==> config.mk <==
export PLATFORM = sky130hd
export DESIGN_NAME = dram_slink_bringup_seq_flat
export DESIGN_NICKNAME = d
export VERILOG_FILES = /design/src/rtl/dram_slink_bringup_seq_pkg.sv /design/src/rtl/dram_slink_bringup_seq_if.sv /design/src/rtl/dram_slink_bringup_seq_reg_master_port.sv /design/src/rtl/dram_slink_bringup_seq.sv /design/src/flat_wrapper.sv
export SDC_FILE = /design/constraint.sdc
export NUM_CORES = 1
export LEC_CHECK = 0
export CAP_MARGIN = 20
export CELL_PAD_IN_SITES_DETAIL_PLACEMENT = 0
export CELL_PAD_IN_SITES_GLOBAL_PLACEMENT = 1
export CORE_MARGIN = 2
export CORE_UTILIZATION = 41
export DETAILED_ROUTE_END_ITERATION = 10
export GPL_TIMING_DRIVEN = 0
export PLACE_DENSITY = 0.93
export SLEW_MARGIN = 20
export SYNTH_ARGS = -nofsm -noshare
export SYNTH_HDL_FRONTEND = slang
export SYNTH_HIERARCHICAL = 1
export SYNTH_SLANG_ARGS = --single-unit
==> constraint.sdc <==
create_clock -name clk_i -period 3 [get_ports clk_i]
set_input_delay 0.6 -clock clk_i [delete_from_list [all_inputs] [get_ports clk_i]]
set_output_delay 0.6 -clock clk_i [all_outputs]
set_load 0.1 [all_outputs]
==> src/rtl/dram_slink_bringup_seq_pkg.sv <==
`timescale 1ns/1ps
`default_nettype none
// ============================================================================
// Module   : dram_slink_bringup_seq_pkg
// Brief    : Shared types and default register map for the serial-link
//            bring-up sequencer (also the source for boot ROM headers).
// Revision : 1.0 - initial release
// ============================================================================
package dram_slink_bringup_seq_pkg;

    typedef enum logic [2:0] {
        ST_IDLE    = 3'd0,
        ST_WR_DIV  = 3'd1,
        ST_WR_HOLD = 3'd2,
        ST_WR_RUN  = 3'd3,
        ST_GAP     = 3'd4,
        ST_RD_STAT = 3'd5,
        ST_DONE    = 3'd6,
        ST_ERR     = 3'd7
    } state_e;

    typedef enum logic [1:0] {
        ERR_NONE    = 2'd0,
        ERR_BUS     = 2'd1,
        ERR_TIMEOUT = 2'd2
    } err_code_e;

    localparam logic [47:0] c_base_addr      = 48'h0;
    localparam logic [47:0] c_ctrl_offset    = 48'h0;
    localparam logic [47:0] c_clkdiv_offset  = 48'h10;
    localparam logic [47:0] c_status_offset  = 48'h4;
    localparam logic [31:0] c_ctrl_hold_val  = 32'h0000_0301;
    localparam logic [31:0] c_ctrl_run_val   = 32'h0000_0003;
    localparam logic [31:0] c_isolated_mask  = 32'h0000_0300;

    function automatic logic [1:0] sat_inc2(input logic [1:0] v);
        return (v == 2'd3) ? v : v + 2'd1;
    endfunction

endpackage
`default_nettype wire

==> src/rtl/dram_slink_bringup_seq_if.sv <==
`timescale 1ns/1ps
`default_nettype none
// ============================================================================
// Module   : dram_slink_bringup_seq_if
// Brief    : Register-bus request/response bundle for the serial-link cfg port.
// Revision : 1.0 - initial release
// ============================================================================
interface dram_slink_bringup_seq_if #(
    parameter int unsigned AddrWidth = 48,
    parameter int unsigned DataWidth = 32
);
    logic                   valid;
    logic                   write;
    logic [AddrWidth-1:0]   addr;
    logic [DataWidth-1:0]   wdata;
    logic [DataWidth/8-1:0] wstrb;
    logic                   ready;
    logic [DataWidth-1:0]   rdata;
    logic                   error;

    modport master (
        output valid, write, addr, wdata, wstrb,
        input  ready, rdata, error
    );

    modport slave (
        input  valid, write, addr, wdata, wstrb,
        output ready, rdata, error
    );
endinterface
`default_nettype wire

==> src/rtl/dram_slink_bringup_seq_reg_master_port.sv <==
`timescale 1ns/1ps
`default_nettype none
// ============================================================================
// Module   : dram_slink_bringup_seq_reg_master_port
// Brief    : Single-outstanding reg-bus request holder; fields stay stable
//            from valid rise until the ready cycle.
// Revision : 1.0 - initial release
// ============================================================================
module dram_slink_bringup_seq_reg_master_port #(
    parameter int unsigned AddrWidth = 48,
    parameter int unsigned DataWidth = 32
) (
    input  wire logic                 clk_i,
    input  wire logic                 rst_ni,
    input  wire logic                 i_issue,
    input  wire logic                 i_write,
    input  wire logic [AddrWidth-1:0] i_addr,
    input  wire logic [DataWidth-1:0] i_wdata,
    output logic                      o_idle,
    output logic                      o_complete,
    output logic [DataWidth-1:0]      o_rdata,
    output logic                      o_error,
    dram_slink_bringup_seq_if.master  bus
);

    logic                 r_valid;
    logic                 r_write;
    logic [AddrWidth-1:0] r_addr;
    logic [DataWidth-1:0] r_wdata;

    // A new request is only taken while idle, so the cycle after a
    // completion is always idle on the bus.
    always_ff @(posedge clk_i) begin
        if (!rst_ni) begin
            r_valid <= 1'b0;
            r_write <= 1'b0;
            r_addr  <= '0;
            r_wdata <= '0;
        end else if (r_valid) begin
            if (bus.ready) begin
                r_valid <= 1'b0;
            end
        end else if (i_issue) begin
            r_valid <= 1'b1;
            r_write <= i_write;
            r_addr  <= i_addr;
            r_wdata <= i_wdata;
        end
    end

    assign bus.valid  = r_valid;
    assign bus.write  = r_write;
    assign bus.addr   = r_addr;
    assign bus.wdata  = r_wdata;
    assign bus.wstrb  = '1;

    assign o_idle     = !r_valid;
    assign o_complete = r_valid && bus.ready;
    assign o_rdata    = bus.rdata;
    assign o_error    = bus.error;

endmodule
`default_nettype wire

==> src/rtl/dram_slink_bringup_seq.sv <==
`timescale 1ns/1ps
`default_nettype none
// ============================================================================
// Module   : dram_slink_bringup_seq
// Brief    : DRAM serial-link bring-up sequencer with poll timeout, bounded
//            retry and sticky done/error status.
// Revision : 1.0 - initial release
// ============================================================================
module dram_slink_bringup_seq
    import dram_slink_bringup_seq_pkg::*;
#(
    parameter int unsigned          AddrWidth     = 48,
    parameter int unsigned          DataWidth     = 32,
    parameter logic [AddrWidth-1:0] BaseAddr      = AddrWidth'(c_base_addr),
    parameter logic [AddrWidth-1:0] CtrlOffset    = AddrWidth'(c_ctrl_offset),
    parameter logic [AddrWidth-1:0] ClkDivOffset  = AddrWidth'(c_clkdiv_offset),
    parameter logic [AddrWidth-1:0] StatusOffset  = AddrWidth'(c_status_offset),
    parameter int unsigned          ClkDiv        = 8,
    parameter logic [DataWidth-1:0] CtrlHoldVal   = DataWidth'(c_ctrl_hold_val),
    parameter logic [DataWidth-1:0] CtrlRunVal    = DataWidth'(c_ctrl_run_val),
    parameter logic [DataWidth-1:0] IsolatedMask  = DataWidth'(c_isolated_mask),
    parameter int unsigned          PollGap       = 4,
    parameter int unsigned          TimeoutCycles = 1024,
    parameter int unsigned          MaxRetries    = 3
) (
    input  wire logic                clk_i,
    input  wire logic                rst_ni,
    input  wire logic                start_i,
    dram_slink_bringup_seq_if.master reg_bus,
    output logic                     busy_o,
    output logic                     done_o,
    output logic                     error_o,
    output logic [1:0]               err_code_o,
    output logic [1:0]               attempts_o
);

    localparam int unsigned c_tmo_w = $clog2(TimeoutCycles + 1);
    localparam int unsigned c_gap_w = $clog2(PollGap + 1);
    localparam int unsigned c_rty_w = (MaxRetries > 0) ? $clog2(MaxRetries + 1) : 1;

    localparam logic [AddrWidth-1:0] c_addr_div  = BaseAddr + ClkDivOffset;
    localparam logic [AddrWidth-1:0] c_addr_ctrl = BaseAddr + CtrlOffset;
    localparam logic [AddrWidth-1:0] c_addr_stat = BaseAddr + StatusOffset;
    localparam logic [c_tmo_w-1:0]   c_tmo_last  = c_tmo_w'(TimeoutCycles - 1);
    localparam logic [c_gap_w-1:0]   c_gap_last  = c_gap_w'(PollGap - 1);
    localparam logic [c_rty_w-1:0]   c_rty_max   = c_rty_w'(MaxRetries);

    state_e               r_state;
    err_code_e            r_err_code;
    logic                 r_busy;
    logic                 r_done;
    logic                 r_error;
    logic [1:0]           r_attempts;
    logic                 r_issued;
    logic [c_tmo_w-1:0]   r_tmo;
    logic [c_gap_w-1:0]   r_gap;
    logic [c_rty_w-1:0]   r_retry;

    logic                 w_req_state;
    logic                 w_req_write;
    logic [AddrWidth-1:0] w_req_addr;
    logic [DataWidth-1:0] w_req_data;
    logic                 w_issue;
    logic                 w_idle;
    logic                 w_complete;
    logic [DataWidth-1:0] w_rdata;
    logic                 w_bus_err;
    logic                 w_done;
    logic                 w_pass;
    logic                 w_expire;

    always_comb begin
        w_req_write = 1'b1;
        w_req_addr  = c_addr_div;
        w_req_data  = DataWidth'(ClkDiv);
        case (r_state)
            ST_WR_HOLD: begin
                w_req_addr = c_addr_ctrl;
                w_req_data = CtrlHoldVal;
            end
            ST_WR_RUN: begin
                w_req_addr = c_addr_ctrl;
                w_req_data = CtrlRunVal;
            end
            ST_RD_STAT: begin
                w_req_write = 1'b0;
                w_req_addr  = c_addr_stat;
                w_req_data  = '0;
            end
            default: ;
        endcase
    end

    assign w_req_state = (r_state == ST_WR_DIV) || (r_state == ST_WR_HOLD) ||
                         (r_state == ST_WR_RUN) || (r_state == ST_RD_STAT);
    // A read abandoned on timeout may still be in flight; r_issued keeps its
    // late completion from being taken as the current state's transfer.
    assign w_issue  = w_req_state && !r_issued && w_idle;
    assign w_done   = w_complete && r_issued;
    assign w_pass   = ((w_rdata & IsolatedMask) == '0);
    assign w_expire = ((r_state == ST_GAP) || (r_state == ST_RD_STAT)) &&
                      (r_tmo >= c_tmo_last);

    dram_slink_bringup_seq_reg_master_port #(
        .AddrWidth (AddrWidth),
        .DataWidth (DataWidth)
    ) u_port (
        .clk_i      (clk_i),
        .rst_ni     (rst_ni),
        .i_issue    (w_issue),
        .i_write    (w_req_write),
        .i_addr     (w_req_addr),
        .i_wdata    (w_req_data),
        .o_idle     (w_idle),
        .o_complete (w_complete),
        .o_rdata    (w_rdata),
        .o_error    (w_bus_err),
        .bus        (reg_bus)
    );

    always_ff @(posedge clk_i) begin
        if (!rst_ni) begin
            r_state    <= ST_IDLE;
            r_err_code <= ERR_NONE;
            r_busy     <= 1'b0;
            r_done     <= 1'b0;
            r_error    <= 1'b0;
            r_attempts <= 2'd0;
            r_issued   <= 1'b0;
            r_tmo      <= '0;
            r_gap      <= '0;
            r_retry    <= '0;
        end else begin
            if (w_issue) begin
                r_issued <= 1'b1;
            end
            if ((r_state == ST_GAP) || (r_state == ST_RD_STAT)) begin
                r_tmo <= r_tmo + 1'b1;
            end
            if (w_complete && w_bus_err) begin
                r_state    <= ST_ERR;
                r_err_code <= ERR_BUS;
                r_error    <= 1'b1;
                r_busy     <= 1'b0;
                r_issued   <= 1'b0;
            end else begin
                case (r_state)
                    ST_IDLE, ST_DONE, ST_ERR: begin
                        if (start_i) begin
                            r_state    <= ST_WR_DIV;
                            r_busy     <= 1'b1;
                            r_done     <= 1'b0;
                            r_error    <= 1'b0;
                            r_err_code <= ERR_NONE;
                            r_attempts <= 2'd0;
                            r_retry    <= '0;
                            r_issued   <= 1'b0;
                        end
                    end
                    ST_WR_DIV: begin
                        if (w_done) begin
                            r_state  <= ST_WR_HOLD;
                            r_issued <= 1'b0;
                        end
                    end
                    ST_WR_HOLD: begin
                        if (w_done) begin
                            r_state    <= ST_WR_RUN;
                            r_attempts <= sat_inc2(r_attempts);
                            r_issued   <= 1'b0;
                        end
                    end
                    ST_WR_RUN: begin
                        if (w_done) begin
                            r_state  <= ST_GAP;
                            r_tmo    <= '0;
                            r_gap    <= '0;
                            r_issued <= 1'b0;
                        end
                    end
                    ST_GAP, ST_RD_STAT: begin
                        // A passing status wins over a simultaneous expiry.
                        if ((r_state == ST_RD_STAT) && w_done && w_pass) begin
                            r_state  <= ST_DONE;
                            r_done   <= 1'b1;
                            r_busy   <= 1'b0;
                            r_issued <= 1'b0;
                        end else if (w_expire) begin
                            r_issued <= 1'b0;
                            if (r_retry < c_rty_max) begin
                                r_state <= ST_WR_HOLD;
                                r_retry <= r_retry + 1'b1;
                            end else begin
                                r_state    <= ST_ERR;
                                r_err_code <= ERR_TIMEOUT;
                                r_error    <= 1'b1;
                                r_busy     <= 1'b0;
                            end
                        end else if (r_state == ST_RD_STAT) begin
                            if (w_done) begin
                                r_state  <= ST_GAP;
                                r_gap    <= '0;
                                r_issued <= 1'b0;
                            end
                        end else if (r_gap == c_gap_last) begin
                            r_state  <= ST_RD_STAT;
                            r_issued <= 1'b0;
                        end else begin
                            r_gap <= r_gap + 1'b1;
                        end
                    end
                    default: r_state <= ST_IDLE;
                endcase
            end
        end
    end

    assign busy_o     = r_busy;
    assign done_o     = r_done;
    assign error_o    = r_error;
    assign err_code_o = r_err_code;
    assign attempts_o = r_attempts;

endmodule
`default_nettype wire
==> src/flat_wrapper.sv <==
// flat-port wrapper written by rule: the top's interface ports become plain ports
module dram_slink_bringup_seq_flat import dram_slink_bringup_seq_pkg::*;
#(
    parameter int unsigned          AddrWidth     = 48,
    parameter int unsigned          DataWidth     = 32,
    parameter logic [AddrWidth-1:0] BaseAddr      = AddrWidth'(c_base_addr),
    parameter logic [AddrWidth-1:0] CtrlOffset    = AddrWidth'(c_ctrl_offset),
    parameter logic [AddrWidth-1:0] ClkDivOffset  = AddrWidth'(c_clkdiv_offset),
    parameter logic [AddrWidth-1:0] StatusOffset  = AddrWidth'(c_status_offset),
    parameter int unsigned          ClkDiv        = 8,
    parameter logic [DataWidth-1:0] CtrlHoldVal   = DataWidth'(c_ctrl_hold_val),
    parameter logic [DataWidth-1:0] CtrlRunVal    = DataWidth'(c_ctrl_run_val),
    parameter logic [DataWidth-1:0] IsolatedMask  = DataWidth'(c_isolated_mask),
    parameter int unsigned          PollGap       = 4,
    parameter int unsigned          TimeoutCycles = 1024,
    parameter int unsigned          MaxRetries    = 3
)
  (clk_i, rst_ni, start_i, busy_o, done_o, error_o, err_code_o, attempts_o, reg_bus_valid, reg_bus_write, reg_bus_addr, reg_bus_wdata, reg_bus_wstrb, reg_bus_ready, reg_bus_rdata, reg_bus_error);
  dram_slink_bringup_seq_if #(.AddrWidth(AddrWidth), .DataWidth(DataWidth)) reg_bus_i ();
  input  wire logic clk_i;
  input  wire logic rst_ni;
  input  wire logic start_i;
  output logic busy_o;
  output logic done_o;
  output logic error_o;
  output logic [1:0] err_code_o;
  output logic [1:0] attempts_o;
  output wire logic [$bits(reg_bus_i.valid)-1:0] reg_bus_valid;
  output wire logic [$bits(reg_bus_i.write)-1:0] reg_bus_write;
  output wire logic [$bits(reg_bus_i.addr)-1:0] reg_bus_addr;
  output wire logic [$bits(reg_bus_i.wdata)-1:0] reg_bus_wdata;
  output wire logic [$bits(reg_bus_i.wstrb)-1:0] reg_bus_wstrb;
  input wire logic [$bits(reg_bus_i.ready)-1:0] reg_bus_ready;
  input wire logic [$bits(reg_bus_i.rdata)-1:0] reg_bus_rdata;
  input wire logic [$bits(reg_bus_i.error)-1:0] reg_bus_error;
  assign reg_bus_valid = reg_bus_i.valid;
  assign reg_bus_write = reg_bus_i.write;
  assign reg_bus_addr = reg_bus_i.addr;
  assign reg_bus_wdata = reg_bus_i.wdata;
  assign reg_bus_wstrb = reg_bus_i.wstrb;
  assign reg_bus_i.ready = reg_bus_ready;
  assign reg_bus_i.rdata = reg_bus_rdata;
  assign reg_bus_i.error = reg_bus_error;
  dram_slink_bringup_seq #(.AddrWidth(AddrWidth), .DataWidth(DataWidth), .BaseAddr(BaseAddr), .CtrlOffset(CtrlOffset), .ClkDivOffset(ClkDivOffset), .StatusOffset(StatusOffset), .ClkDiv(ClkDiv), .CtrlHoldVal(CtrlHoldVal), .CtrlRunVal(CtrlRunVal), .IsolatedMask(IsolatedMask), .PollGap(PollGap), .TimeoutCycles(TimeoutCycles), .MaxRetries(MaxRetries)) u_core (.clk_i(clk_i), .rst_ni(rst_ni), .start_i(start_i), .reg_bus(reg_bus_i), .busy_o(busy_o), .done_o(done_o), .error_o(error_o), .err_code_o(err_code_o), .attempts_o(attempts_o));
endmodule
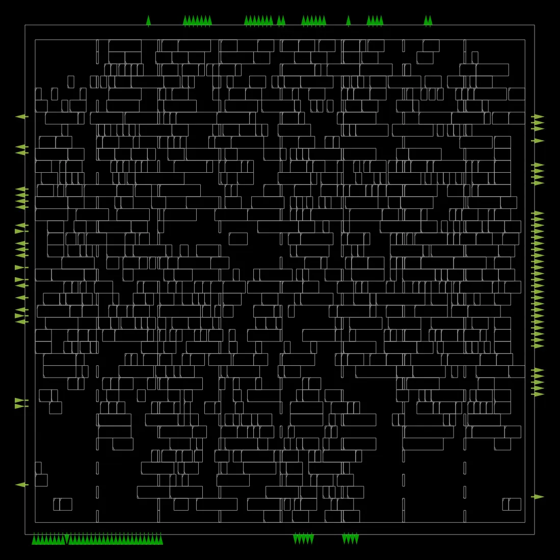
Run 1: cell outlines without signal wires
Flops: 109
Filler Cell Count: 1084

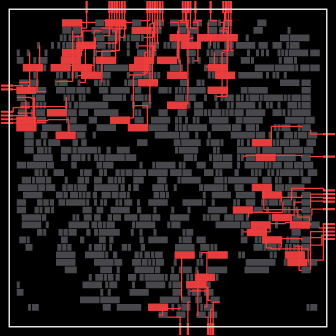
Run 1: wires at chosen ports, followed through buffers
legend:
  reg_bus_addr:
    color: red
    bits: 48
    direction: output
    end_cells: 48
    buffers: 48
    wire: 1290 um
number of port buffers: 91
I/O pin count: 130

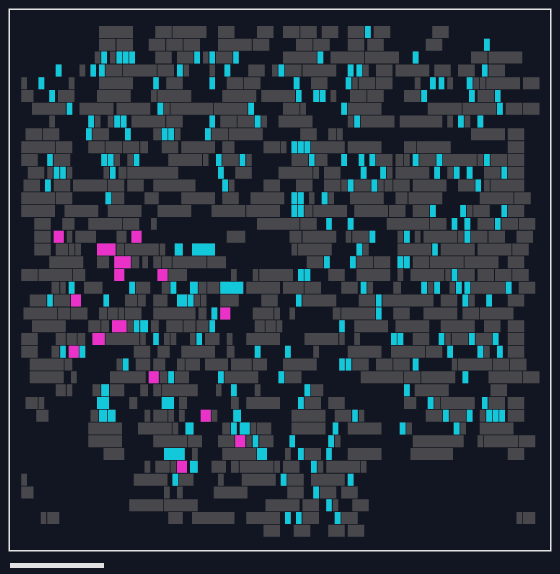
Run 1: gate families picked out
The bar under the picture is 20 um long.
legend:
  AND and OR gates:
    color: magenta
    cells: 15
  NAND gates:
    color: cyan
    cells: 200
    where: all over the die

==> job_summary.md, run 1 <==
### Yosys + OpenROAD results

| Metric | Value |
|---|---|
| Status | `complete, no violations` |
| Slew @ Worst Pin | `1040 ps` |
| Crit path buffers/inverters | `1` |
| Htree depth | `3` |
| # diodes | `0` |
| Crit-path cells | `clkdlybuf4s50_1` |
| Vias | `4078` |
| Hold Fails Final Rpt | `0` |
| Clk_skew | `4.53 ps` |
| Final hold slack | `458 ps` |
| Clk pin slew, worst setup/hold paths | `70 ps` |
| Post-DRT Antenna Nets | `0` |
| Core area | `0.0120 mm^2` |
| Dpl cell area | `0.00641 mm^2` |
| DR iter-0 viols | `210` |
| CP delay by family, top | `buffers and inverters` |
| RSZ-0062 raised after global routing | `no` |
| Worst hold path type | `flip-flop to flip-flop` |
| Vias in the first global route | `3996` |
| FF+latch area | `0.00218 mm^2` |
| Crit Path Max Fanout | `5` |
| Fin cells | `889` |
| Layout area overhead | `33.9%` |
| DIE AREA | `0.0132 mm^2` |
| Setup Viol. Count Final | `0` |
| Critical path endpoint category | `output port` |
| Setup TNS | `0 ps` |
| CP Launch Type | `flip-flop` |
| DRC | `0` |
==> run 1: cells in the final DEF (no fill, tap or decap), types with 5 or more instances in the layout <==
cell	instances
clkdlybuf4s50_1	91
xor2_1	5
clkbuf_16	9
nand3_1	9
inv_1	11
buf_4	14
buf_12	9
nor2_1	29
dfxtp_1	109
o21ai_0	11
conb_1	77
ha_1	5
nand2_1	183
buf_2	13
a21oi_1	9
and3_1	5
mux2i_1	82
==> run 1: cell type report <==
type | instances | area share (%)
clock inverters | 4 | 1.45
repair buffers | 91 | 13.5
plain buffers | 44 | 6.40
well taps | 147 | 2.73
multi-input cells | 471 | 39.4
clock buffers | 11 | 3.45
inverters | 12 | 0.668
flip-flops and latches | 109 | 32.4
==> run 1: worst paths after layout <==
path | startpoint | depth (start not counted) | end | slack (ps)
max | u_core/u_port/bus.valid$_SDFF_PN0_ | 1 | reg_bus_valid | 490
min | u_core/u_port/bus.addr[23]$_SDFFE_PN0P_ | 2 | u_core/u_port/bus.addr[23]$_SDFFE_PN0P_ | 460
max reg2reg | u_core/u_port/bus.valid$_SDFF_PN0_ | 6 | u_core/attempts_o[0]$_SDFFE_PN0P_ | 1050
min reg2reg | u_core/u_port/bus.addr[23]$_SDFFE_PN0P_ | 2 | u_core/u_port/bus.addr[23]$_SDFFE_PN0P_ | 460
==> run 1: registers in the layout, indices dropped and copies added (netlist names) <==
signal                   flops
u_core/u_port/bus.addr      48
u_core/u_port/bus.wdata     32
u_core/r_tmo                11
u_core/r_gap                 3
u_core/r_state               3
u_core/attempts_o            2
u_core/err_code_o            2
u_core/r_retry               2
u_core/busy_o                1
u_core/done_o                1
u_core/error_o               1
u_core/r_issued              1
u_core/u_port/bus.valid      1
u_core/u_port/bus.write      1
Run 1, cell area per tile:
The die is cut into 11 by 11 equal tiles; black is low, pale yellow is high, 0 to 100% covered.
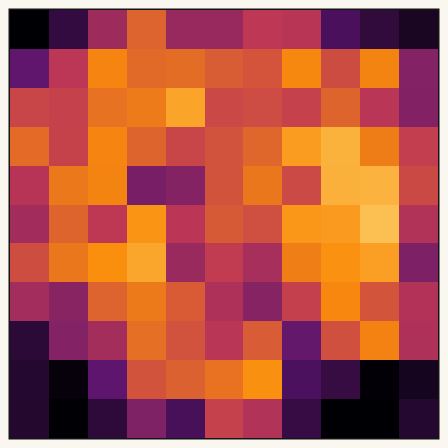

==> run 2, diff against run 1 <==
Settings changed: CORE_UTILIZATION 41 to 38, PLACE_DENSITY 0.93 to 0.87.
Clock period 3 ns to 2.5 ns, I/O delays scaled along.
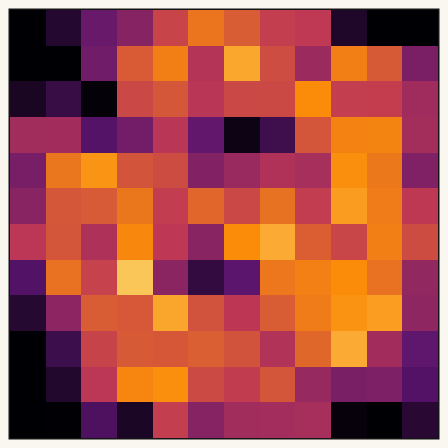
Run 2: cell area per tile
The die is cut into 12 by 12 equal tiles; black is low, pale yellow is high, 0 to 100% covered.
mean over tiles: 46%
nearly empty tiles: 8.3%
fullest tile: 88%
tiles over 75% full: 8.3%
emptiest ninth of the die: top left

==> job_summary.md, run 2 <==
### Yosys + OpenROAD results

| Metric | Value |
|---|---|
| Status | `complete, no violations` |
| Site Rows | `42` |
| DR iter-0 viols | `185 (-12%)` |
| Hold Fails Final Rpt | `0 (unchanged)` |
| Final hold slack | `458 ps (-0.0260 ps)` |
| Flop2flop setup slack | `580 ps (-470 ps)` |
| Share of layout cells above drive strength 1 | `9.69%` |
| Initial DRT Pass Iterations | `4` |
| FF+latch area | `0.00218 mm^2 (unchanged)` |
| Post-layout period usage of the worst path | `95.6%` |
| Dominant logic cell types in the final layout | `nand2_1 (183), dfxtp_1 (109), clkdlybuf4s50_1 (90), mux2i_1 (82), conb_1 (77)` |
| Number of port buffers | `91 (unchanged)` |
| DIE WIDTH | `119 um` |
| R2r startpoint | `u_core/u_port/bus.valid$_SDFF_PN0_` |
| DIE AREA | `0.0142 mm^2 (+7.6%)` |
| CTS root buffer | `clkbuf_16` |
| CP delay by family, top | `buffers and inverters` |
| Worst-case reg-to-reg path depth | `6 (unchanged)` |
| R2R Path End | `u_core/attempts_o[0]$_SDFFE_PN0P_` |
| Critical path endpoint category | `output port` |
| Crit Path Max Fanout | `4 (-1)` |
| Vias in the first global route | `3941 (-1.4%)` |
| Clk pin slew, worst setup/hold paths | `70 ps (about the same)` |
| Clk_skew | `5.45 ps (+0.919 ps)` |
| WP data required | `2000 ps` |
| Worst setup startpoint | `u_core/attempts_o[0]$_SDFFE_PN0P_` |
| Largest register FFs | `48 (unchanged)` |
| Layout net count | `780` |
| Crit-path cells | `clkdlybuf4s50_1` |
| Crit path buffers/inverters | `1 (unchanged)` |
| Filler Cell Count | `1199 (+11%)` |
| Most numerous logic cell after layout | `nand2_1` |
| RSZ-0062 raised after global routing | `no` |
| Mapped Cells | `561` |
| Setup Viol. Count Final | `0 (unchanged)` |
| Worst hold path type | `flip-flop to flip-flop` |
| Setup TNS | `0 ps (unchanged)` |
| Critical path capture point | `attempts_o[0]` |
| CP Launch Type | `flip-flop` |
| Post-DRT Antenna Nets | `0 (unchanged)` |
| Maximum clock frequency | `418 MHz` |
| Critical path depth in cells | `1 (unchanged)` |
| DRC | `0 (unchanged)` |
| # diodes | `0 (unchanged)` |
| Htree depth | `3 (unchanged)` |
| Slew @ Worst Pin | `1020 ps (-14.6 ps)` |
| Grt ovf | `0` |
| Core area | `0.0131 mm^2 (+8.9%)` |
| Layout area overhead | `34.3%` |
| I/O pin count | `130 (unchanged)` |
| Vias | `4064 (-0.34%)` |
run 2: worst min-delay path by stage:
stage,from,end,cells past startpoint
2_1_floorplan,u_core/r_gap[1]$_SDFFE_PN0P_,u_core/r_gap[1]$_SDFFE_PN0P_,2
3_3_place_gp,u_core/u_port/bus.addr[16]$_SDFFE_PN0P_,u_core/u_port/bus.addr[16]$_SDFFE_PN0P_,2
3_5_place_dp,u_core/u_port/bus.addr[14]$_SDFFE_PN0P_,u_core/u_port/bus.addr[14]$_SDFFE_PN0P_,2
4_1_cts,u_core/u_port/bus.addr[15]$_SDFFE_PN0P_,u_core/u_port/bus.addr[15]$_SDFFE_PN0P_,2
5_1_grt,u_core/u_port/bus.addr[14]$_SDFFE_PN0P_,u_core/u_port/bus.addr[14]$_SDFFE_PN0P_,2
6_report,u_core/u_port/bus.addr[14]$_SDFFE_PN0P_,u_core/u_port/bus.addr[14]$_SDFFE_PN0P_,2
run 2: final cells by class:
class                           instances  area share [%]
Multi-Input combinational cell        471            39.3
Sequential cell                       109            32.3
Timing Repair Buffer                   91            13.5
Buffer                                 44            6.38
Clock buffer                           12            3.94
Tap cell                              176            3.26
Clock inverter                          4           0.666
Inverter                               12           0.666
run 2: per-stage QoR:
| stage | instances | area [um^2] |
|---|---|---|
| finish | 919 | 6760 |
| global route | 919 | 6760 |
| CTS | 919 | 6760 |
| detailed placement | 903 | 6450 |
| global placement | 903 | 6450 |
| floorplan | 636 | 5320 |
run 2: layer usage:
layer	wire length [um]	global-route usage, %
met1	5370	21.5
met2	5110	26.3
met3	478	3.64
met4	180	5.73
met5	0	0
